run_1/final_congestion.png
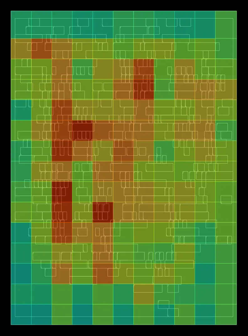
run_1/drive_strength.png
Drawn at 4 px/um.
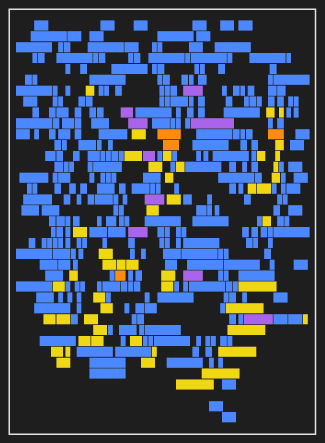
run_1/met1.png
Drawn at 4 px/um.
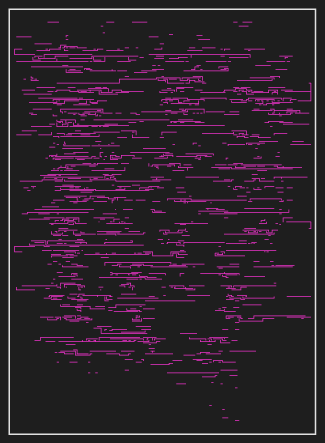
run_1/zoom.png
Window x 7 to 32, y 67 to 92 um. Cells in gray, sequential cells in the stronger gray; small squares are vias.
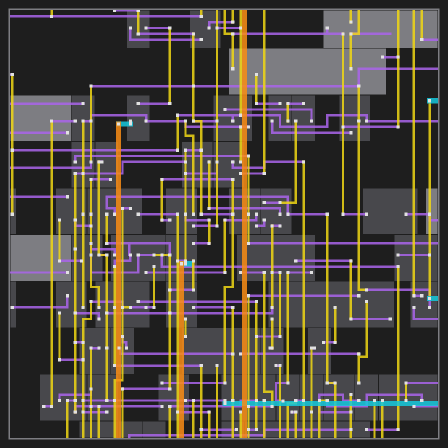
--- src/rtl/sudoku_check_sequencer.sv ---
// sudoku_check_sequencer
// Walks the 27 Sudoku constraint groups (9 rows, 9 columns, 9 boxes) through
// a single synchronous read port. Each returned cell is checked against a
// per-group seen-mask. The first violating group is recorded, and blank cells
// are tracked through the full flag.
module sudoku_check_sequencer #(
  parameter int RD_LAT     = 1,     // grid store read latency, 1..2
  parameter bit EARLY_EXIT = 1'b1   // stop issuing reads after the first error
) (
  input  logic       clk,
  input  logic       rst,
  input  logic       start,
  input  logic       abort,
  output logic       rd_en,
  output logic [3:0] rd_row,
  output logic [3:0] rd_col,
  input  logic [3:0] rd_data,
  output logic       busy,
  output logic       done,
  output logic       err,
  output logic [1:0] err_group,
  output logic [3:0] err_index,
  output logic       full
);

  typedef enum logic [1:0] {
    S_IDLE  = 2'd0,
    S_ISSUE = 2'd1,
    S_DRAIN = 2'd2,
    S_DONE  = 2'd3
  } state_t;

  // Small lookup tables replace any divide/modulo by 3.
  function automatic logic [3:0] div3(input logic [3:0] x);
    case (x)
      4'd0, 4'd1, 4'd2: div3 = 4'd0;
      4'd3, 4'd4, 4'd5: div3 = 4'd1;
      4'd6, 4'd7, 4'd8: div3 = 4'd2;
      default:          div3 = 4'd0;
    endcase
  endfunction

  function automatic logic [3:0] mod3(input logic [3:0] x);
    case (x)
      4'd0, 4'd3, 4'd6: mod3 = 4'd0;
      4'd1, 4'd4, 4'd7: mod3 = 4'd1;
      4'd2, 4'd5, 4'd8: mod3 = 4'd2;
      default:          mod3 = 4'd0;
    endcase
  endfunction

  // Map (group type, group index, cell index) to a packed {row, col} address.
  function automatic logic [7:0] cell_addr(input logic [1:0] g, input logic [3:0] k,
                                           input logic [3:0] c);
    logic [3:0] br;
    logic [3:0] bc;
    br = div3(k) + div3(k) + div3(k) + div3(c);
    bc = mod3(k) + mod3(k) + mod3(k) + mod3(c);
    case (g)
      2'd0:    cell_addr = {k, c};
      2'd1:    cell_addr = {c, k};
      2'd2:    cell_addr = {br, bc};
      default: cell_addr = {k, c};
    endcase
  endfunction

  state_t     state_q, state_d;
  logic       rd_en_q, rd_en_d;
  logic [3:0] rd_row_q, rd_row_d;
  logic [3:0] rd_col_q, rd_col_d;
  logic [1:0] g_q, g_d;
  logic [3:0] k_q, k_d;
  logic [3:0] c_q, c_d;
  logic [8:0] mask_q, mask_d;
  logic       busy_q, busy_d;
  logic       done_q, done_d;
  logic       err_q, err_d;
  logic [1:0] err_group_q, err_group_d;
  logic [3:0] err_index_q, err_index_d;
  logic       full_q, full_d;
  // Tag layout: {valid, g[1:0], k[3:0], last}
  logic [7:0] tag_q [RD_LAT];
  logic [7:0] tag_d [RD_LAT];

  logic [7:0] head_s;
  logic       inflight_s;
  logic       viol_s;
  logic [8:0] onehot_s;
  logic [8:0] mask_upd_s;
  logic       last_issue_s;
  logic [7:0] addr_s;

  // Next-state logic: tag pipeline, cell check, error capture and scan FSM.
  always_comb begin
    state_d     = state_q;
    rd_en_d     = rd_en_q;
    rd_row_d    = rd_row_q;
    rd_col_d    = rd_col_q;
    g_d         = g_q;
    k_d         = k_q;
    c_d         = c_q;
    mask_d      = mask_q;
    done_d      = done_q;
    err_d       = err_q;
    err_group_d = err_group_q;
    err_index_d = err_index_q;
    full_d      = full_q;
    viol_s      = 1'b0;
    onehot_s    = 9'd0;
    mask_upd_s  = mask_q;
    addr_s      = 8'd0;

    // Tags shift one stage per cycle so the head lines up with rd_data.
    tag_d[0] = {rd_en_q, g_q, k_q, (c_q == 4'd8)};
    for (int i = 1; i < RD_LAT; i++) begin
      tag_d[i] = tag_q[i-1];
    end
    head_s     = tag_q[RD_LAT-1];
    inflight_s = 1'b0;
    for (int i = 0; i < RD_LAT; i++) begin
      inflight_s = inflight_s | tag_q[i][7];
    end

    // Check the returned cell; the last cell of a group flags first, then clears.
    if (head_s[7]) begin
      if (rd_data == 4'd0) begin
        full_d = 1'b0;
      end else if (rd_data <= 4'd9) begin
        onehot_s   = 9'd1 << (rd_data - 4'd1);
        viol_s     = ((mask_q & onehot_s) != 9'd0);
        mask_upd_s = mask_q | onehot_s;
      end else begin
        viol_s = 1'b1;
        full_d = 1'b0;
      end
      mask_d = head_s[0] ? 9'd0 : mask_upd_s;
    end else begin
      mask_d = mask_q;
    end

    // Only the first violation is recorded.
    if (viol_s && !err_q) begin
      err_d       = 1'b1;
      err_group_d = head_s[6:5];
      err_index_d = head_s[4:1];
    end else begin
      err_d = err_q;
    end

    last_issue_s = (g_q == 2'd2) && (k_q == 4'd8) && (c_q == 4'd8);

    case (state_q)
      S_IDLE, S_DONE: begin
        if (start) begin
          state_d     = S_ISSUE;
          rd_en_d     = 1'b1;
          rd_row_d    = 4'd0;
          rd_col_d    = 4'd0;
          g_d         = 2'd0;
          k_d         = 4'd0;
          c_d         = 4'd0;
          mask_d      = 9'd0;
          done_d      = 1'b0;
          err_d       = 1'b0;
          err_group_d = 2'd3;
          err_index_d = 4'd15;
          full_d      = 1'b1;
        end else begin
          state_d = state_q;
        end
      end
      S_ISSUE: begin
        if (last_issue_s || (EARLY_EXIT && (viol_s || err_q))) begin
          state_d = S_DRAIN;
          rd_en_d = 1'b0;
        end else begin
          if (c_q == 4'd8) begin
            c_d = 4'd0;
            if (k_q == 4'd8) begin
              k_d = 4'd0;
              g_d = g_q + 2'd1;
            end else begin
              k_d = k_q + 4'd1;
            end
          end else begin
            c_d = c_q + 4'd1;
          end
          addr_s   = cell_addr(g_d, k_d, c_d);
          rd_row_d = addr_s[7:4];
          rd_col_d = addr_s[3:0];
          rd_en_d  = 1'b1;
        end
      end
      S_DRAIN: begin
        if (!inflight_s) begin
          state_d = S_DONE;
          done_d  = 1'b1;
        end else begin
          state_d = S_DRAIN;
        end
      end
      default: begin
        state_d = S_IDLE;
        rd_en_d = 1'b0;
      end
    endcase

    // Abort cancels everything, including reads still in flight.
    if (abort) begin
      state_d     = S_IDLE;
      rd_en_d     = 1'b0;
      rd_row_d    = 4'd0;
      rd_col_d    = 4'd0;
      mask_d      = 9'd0;
      done_d      = 1'b0;
      err_d       = 1'b0;
      err_group_d = 2'd3;
      err_index_d = 4'd15;
      for (int i = 0; i < RD_LAT; i++) begin
        tag_d[i] = 8'd0;
      end
    end else begin
      state_d = state_d;
    end

    busy_d = (state_d == S_ISSUE) || (state_d == S_DRAIN);
  end

  // State and registered outputs, asynchronously cleared by rst.
  always_ff @(posedge clk or posedge rst) begin
    if (rst) begin
      state_q     <= S_IDLE;
      rd_en_q     <= 1'b0;
      rd_row_q    <= 4'd0;
      rd_col_q    <= 4'd0;
      g_q         <= 2'd0;
      k_q         <= 4'd0;
      c_q         <= 4'd0;
      mask_q      <= 9'd0;
      busy_q      <= 1'b0;
      done_q      <= 1'b0;
      err_q       <= 1'b0;
      err_group_q <= 2'd3;
      err_index_q <= 4'd15;
      full_q      <= 1'b0;
      for (int i = 0; i < RD_LAT; i++) begin
        tag_q[i] <= 8'd0;
      end
    end else begin
      state_q     <= state_d;
      rd_en_q     <= rd_en_d;
      rd_row_q    <= rd_row_d;
      rd_col_q    <= rd_col_d;
      g_q         <= g_d;
      k_q         <= k_d;
      c_q         <= c_d;
      mask_q      <= mask_d;
      busy_q      <= busy_d;
      done_q      <= done_d;
      err_q       <= err_d;
      err_group_q <= err_group_d;
      err_index_q <= err_index_d;
      full_q      <= full_d;
      for (int i = 0; i < RD_LAT; i++) begin
        tag_q[i] <= tag_d[i];
      end
    end
  end

  assign rd_en     = rd_en_q;
  assign rd_row    = rd_row_q;
  assign rd_col    = rd_col_q;
  assign busy      = busy_q;
  assign done      = done_q;
  assign err       = err_q;
  assign err_group = err_group_q;
  assign err_index = err_index_q;
  assign full      = full_q;

endmodule
--- config.mk ---
export PLATFORM = sky130hd
export DESIGN_NAME = sudoku_check_sequencer
export DESIGN_NICKNAME = d
export VERILOG_FILES = /design/src/rtl/sudoku_check_sequencer.sv
export SDC_FILE = /design/constraint.sdc
export NUM_CORES = 1
export LEC_CHECK = 0
export ABC_AREA = 1
export CAP_MARGIN = 20
export CORE_ASPECT_RATIO = 1.4
export CORE_UTILIZATION = 40
export DETAILED_ROUTE_END_ITERATION = 8
export PLACE_DENSITY = 0.58
export SLEW_MARGIN = 10
export SYNTH_ARGS = -nofsm -noshare
export SYNTH_HDL_FRONTEND = slang
export SYNTH_SLANG_ARGS = --single-unit
--- constraint.sdc ---
create_clock -name clk -period 7.7 [get_ports clk]
set_input_delay 1.54 -clock clk [delete_from_list [all_inputs] [get_ports clk]]
set_output_delay 1.54 -clock clk [all_outputs]
set_load 0.01 [all_outputs]
==> qor.rpt, run 1 <==
=================================================================================
Class of the worst hold path ....................................... register to register
Dpl hpwl ...........................................................      4780 um
Commonest non-fill, non-tap cell in the layout .....................      nand2_1
Gpl congestion .....................................................        0.933
Share of synthesized cell area in and-or and or-and compound cells .        12.7%
CTS hold repair buffers ............................................            0
Result of the run .................................................. finished, final reports clean
Max capacitance violation total ....................................            0
Post-synthesis to final-layout area growth .........................        14.2%
Register clock-pin slew on the reported worst setup and hold paths .      0.09 ns
Critical Path, Cell by Cell ........................................ inv_1 > ha_1 > nand2_2 > inv_1 > nor2_1 > nor3_2 > inv_1 > ha_1 > nand2_1 > nand2_1 > nand2_1 > inv_1 > fa_1 > ha_1 > inv_1 > fa_1 > o221ai_1 > nand3_1 > a21oi_1 > nand2_1 > nand2_1
Synth top cells by count ........................................... nand2_1, inv_1, dfrtp_1
Area leader, netlist ...............................................      dfrtp_1
Max-slew violations ................................................            0
Proportion of total power due to net switching .....................        30.8%
Floorplan row count ................................................           37
Buffers inserted during post-CTS setup optimization ................            0
Tmin final .........................................................      3.88 ns
Critical path startpoint category ..................................     register
Final hold slack ...................................................     0.464 ns
Number of sinks handled by clock tree synthesis ....................           48
Delay-heaviest family, CP ..........................................  adder cells
Total sequential power .............................................       269 uW
=================================================================================
## Picture notes: final_congestion.png
Tot GR Track Use: 17.2%
met3 track utilization from global routing: 2.16%
met2 GRT Util: 32.5%
Most Crowded Layer GR: met2

## Picture notes: drive_strength.png
[purple] drive 6 and up | cells: 9 | most used: clkbuf_8
[orange] drive 3 to 4 | cells: 4
[blue] drive 1 or less | cells: 338 | most used: nand2_1
[yellow] drive 2 | cells: 49 | most used: nand3_2

## Picture notes: met1.png
longest straight run: 25.3 um
share of all routed wire: 43%

## Picture notes: zoom.png
[cyan] met3
[yellow] met2
[purple] met1
[orange] met4
most frequent: nand2_1 (7), a21oi_1 (7), nand3_1 (7)
cells with their middle in the window: 43
netlist names of flops here include: `rd_row` (2)
sequential cells in the window: 2

-- run 1: worst reg2reg max path, stage by stage, from the launching register on --
cell and delay (ns):
dfrtp_1 0.43, inv_1 0.15, ha_1 0.19, nand2_2 0.13, inv_1 0.17, nor2_1 0.08, nor3_2 0.24, inv_1 0.15
ha_1 0.20, nand2_1 0.06, nand2_1 0.06, nand2_1 0.11, inv_1 0.07, fa_1 0.54, ha_1 0.15, inv_1 0.05
fa_1 0.45, o221ai_1 0.22, nand3_1 0.09, a21oi_1 0.16, nand2_1 0.07, nand2_1 0.05
-- run 1: routing by layer --
metal | global-route usage (%) | vias up
met1 | 19.7 | 1197
met2 | 32.5 | 33
met3 | 2.16 | 10
li1 | - | 1259
met4 | 6.04 | 0
met5 | 0 | -
-- run 1: sequential cells by signal, summed over array words and instances (netlist names), 4 cells and up --
name,cells
rd_col,4
err_index,4
c_q,4
rd_row,4
head_s,8
k_q,4
mask_q,9
-- run 1: final timing paths --
| path | from | cells past startpoint | to | slack (ns) |
|---|---|---|---|---|
| hold reg to reg | head_s[5] | 2 | err_group[0] | 0.46 |
| setup / recovery | c_q[0] | 21 | rd_row[2] | 3.82 |
| max in group asynchronous | rst | 3 | err_group[1] | 5.64 |
| setup reg to reg | c_q[0] | 21 | rd_row[2] | 3.82 |
| min in group asynchronous | rst | 2 | head_s[3] | 1.52 |
| hold / removal | head_s[5] | 2 | err_group[0] | 0.46 |
-- run 1: layout make-up --
class | count | area [sq um] | share of cell area (%)
Inverter | 62 | 238 | 6.75
Clock buffer | 5 | 68.8 | 1.96
Tap cell | 97 | 121 | 3.45
Sequential cell | 48 | 1210 | 34.3
Multi-Input combinational cell | 255 | 1560 | 44.2
Clock inverter | 3 | 46.3 | 1.32
Timing Repair Buffer | 27 | 280 | 7.96
## Run 2: what changed since run 1
Clock period 7.7 ns to 3.8 ns, I/O delays scaled along.
==> run 2 against run 1 <==
Clock skew about the same. Global-route usage up 0.86 points. Final cell count up 1.4%. Routed wire length up 5.3%. Synthesized cell count unchanged. Sequential power up 100%.
==> qor.rpt, run 2 <==
=================================================================================
Max-slew violations ................................................            0   unchanged
CTS hold repair buffers ............................................            0   unchanged
Synth top cells by count ........................................... nand2_1, inv_1, dfrtp_1
Most Crowded Layer GR ..............................................         met2
Critical path startpoint category ..................................     register
Max reg flops ......................................................            9   unchanged
Class of the worst hold path ....................................... register to register
Area leader, netlist ...............................................      dfrtp_1
Proportion of total power due to net switching .....................        30.8%   -0.046 points
Register with the highest flop count ...............................       mask_q
Post-synthesis to final-layout area growth .........................        17.1%
Critical Path, Cell by Cell ........................................ inv_2 > ha_2 > nand2_4 > inv_2 > nor2_1 > nor3_4 > inv_2 > ha_1 > nand2_1 > nand2_1 > nand2_2 > inv_1 > fa_1 > ha_1 > inv_1 > fa_1 > o221ai_1 > nand3_1 > a21oi_1 > nand2_1 > nand2_1
Met3 track utilization from global routing .........................        2.25%   +0.087 points
Gpl congestion .....................................................        0.931   -0.19%
Number of sinks handled by clock tree synthesis ....................           48   unchanged
Tmin final .........................................................      3.56 ns   -0.322 ns
Share of synthesized cell area in and-or and or-and compound cells .        12.7%   unchanged
Commonest non-fill, non-tap cell in the layout .....................      nand2_1
Tot GR Track Use ...................................................        18.0%   +0.86 points
Result of the run .................................................. finished, final reports clean
=================================================================================
==> run 2: area by class of cell <==
class,instances,area [sq um],share of cell area [%]
Sequential cell,48,1210,33.5
Timing Repair Buffer,34,333,9.23
Clock buffer,6,82.6,2.29
Inverter,62,238,6.59
Multi-Input combinational cell,255,1590,43.9
Clock inverter,2,38.8,1.08
Tap cell,97,121,3.36
==> run 2: power by group through the flow <==
stage	clock, uW	combinational (uW)	sequential (uW)
floorplan	0	195	555
global route	424	294	549
detailed placement	0	255	556
global placement	0	252	554
finish	399	261	546
CTS	408	256	546
==> run 2: kinds of logic after synthesis <==
kind of cell,count (synthesis)
compound gates,60
flops,48
simple gates,169
xor+xnor,3
fa+ha+maj,23
buf+inv,71
==> run 2: critical path: cells and delay by family (launching register included) <==
kind / cells / cell delay (ns)
simple gates: 9 / 0.84
fa+ha+maj: 5 / 1.47
flops: 1 / 0.43
buf+inv: 5 / 0.41
compound gates: 2 / 0.33
==> run 2: path summary, 6_finish.rpt <==
kind	from	slack (ns)	cells after the start	end
hold reg to reg	head_s[6]	0.46	2	err_group[1]
min in group asynchronous	rst	0.79	2	mask_q[6]
setup reg to reg	c_q[0]	0.24	21	rd_row[2]
setup / recovery	c_q[0]	0.24	21	rd_row[2]
hold / removal	head_s[6]	0.46	2	err_group[1]
max in group asynchronous	rst	2.43	3	err_group[1]
==> run 2: through the flow <==
step	worst slack (ns)	power, uW	util [%]	hold WS, ns
after floorplan	0.354	750	-	0.430
after global placement	0.181	806	46.3	0.439
after detailed placement	0.0599	810	46.3	0.439
after CTS	0.00990	1210	47.9	0.464
after global routing	0.0123	1270	48.7	0.493
final	0.242	1210	48.7	0.462
==> run 2: what timing repair did <==
item / in CTS / in global routing
gates resized: 0 / 11
setup buffers: 0 / 1
setup endpoints to repair: 0 / 4
run_2/zoom.png
Window x 7 to 32, y 67 to 92 um. Cells in gray, sequential cells in the stronger gray; small squares are vias.
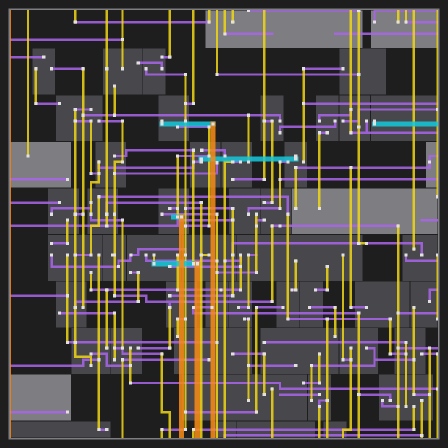
[yellow] met2
[orange] met4
[cyan] met3
[purple] met1
netlist names of flops here include: `rd_col` (1), `rd_row` (1)
sequential cells in the window: 2
cells with their middle in the window: 43
most frequent: a21oi_1 (6), nand3_1 (6)

run_2/cell_classes.png
Drawn at 4 px/um.
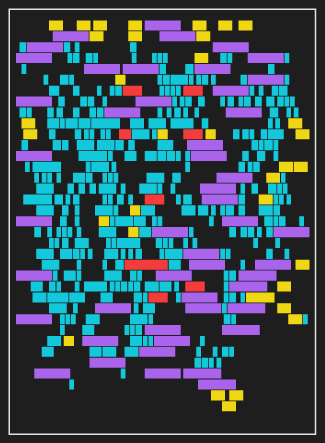
[yellow] other buffers and delay cells | cells: 34
[cyan] all other logic | cells: 317
[purple] flops | cells: 48
[red] clock drivers and dummy loads | cells: 8
floorplan row count: 37
register fraction of the total cell area: 33.5%
final core utilization: 48.7%
final design instance area without fill: 3610 sq um

run_2/final_congestion.png
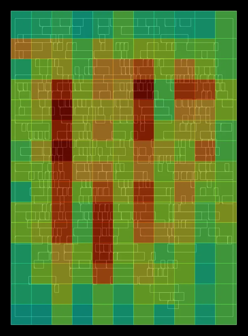
met2 GRT Util: 32.3%
M1 GR Usage: 21.3%

No activity file was given, so power comes from the tool's default toggle rates.
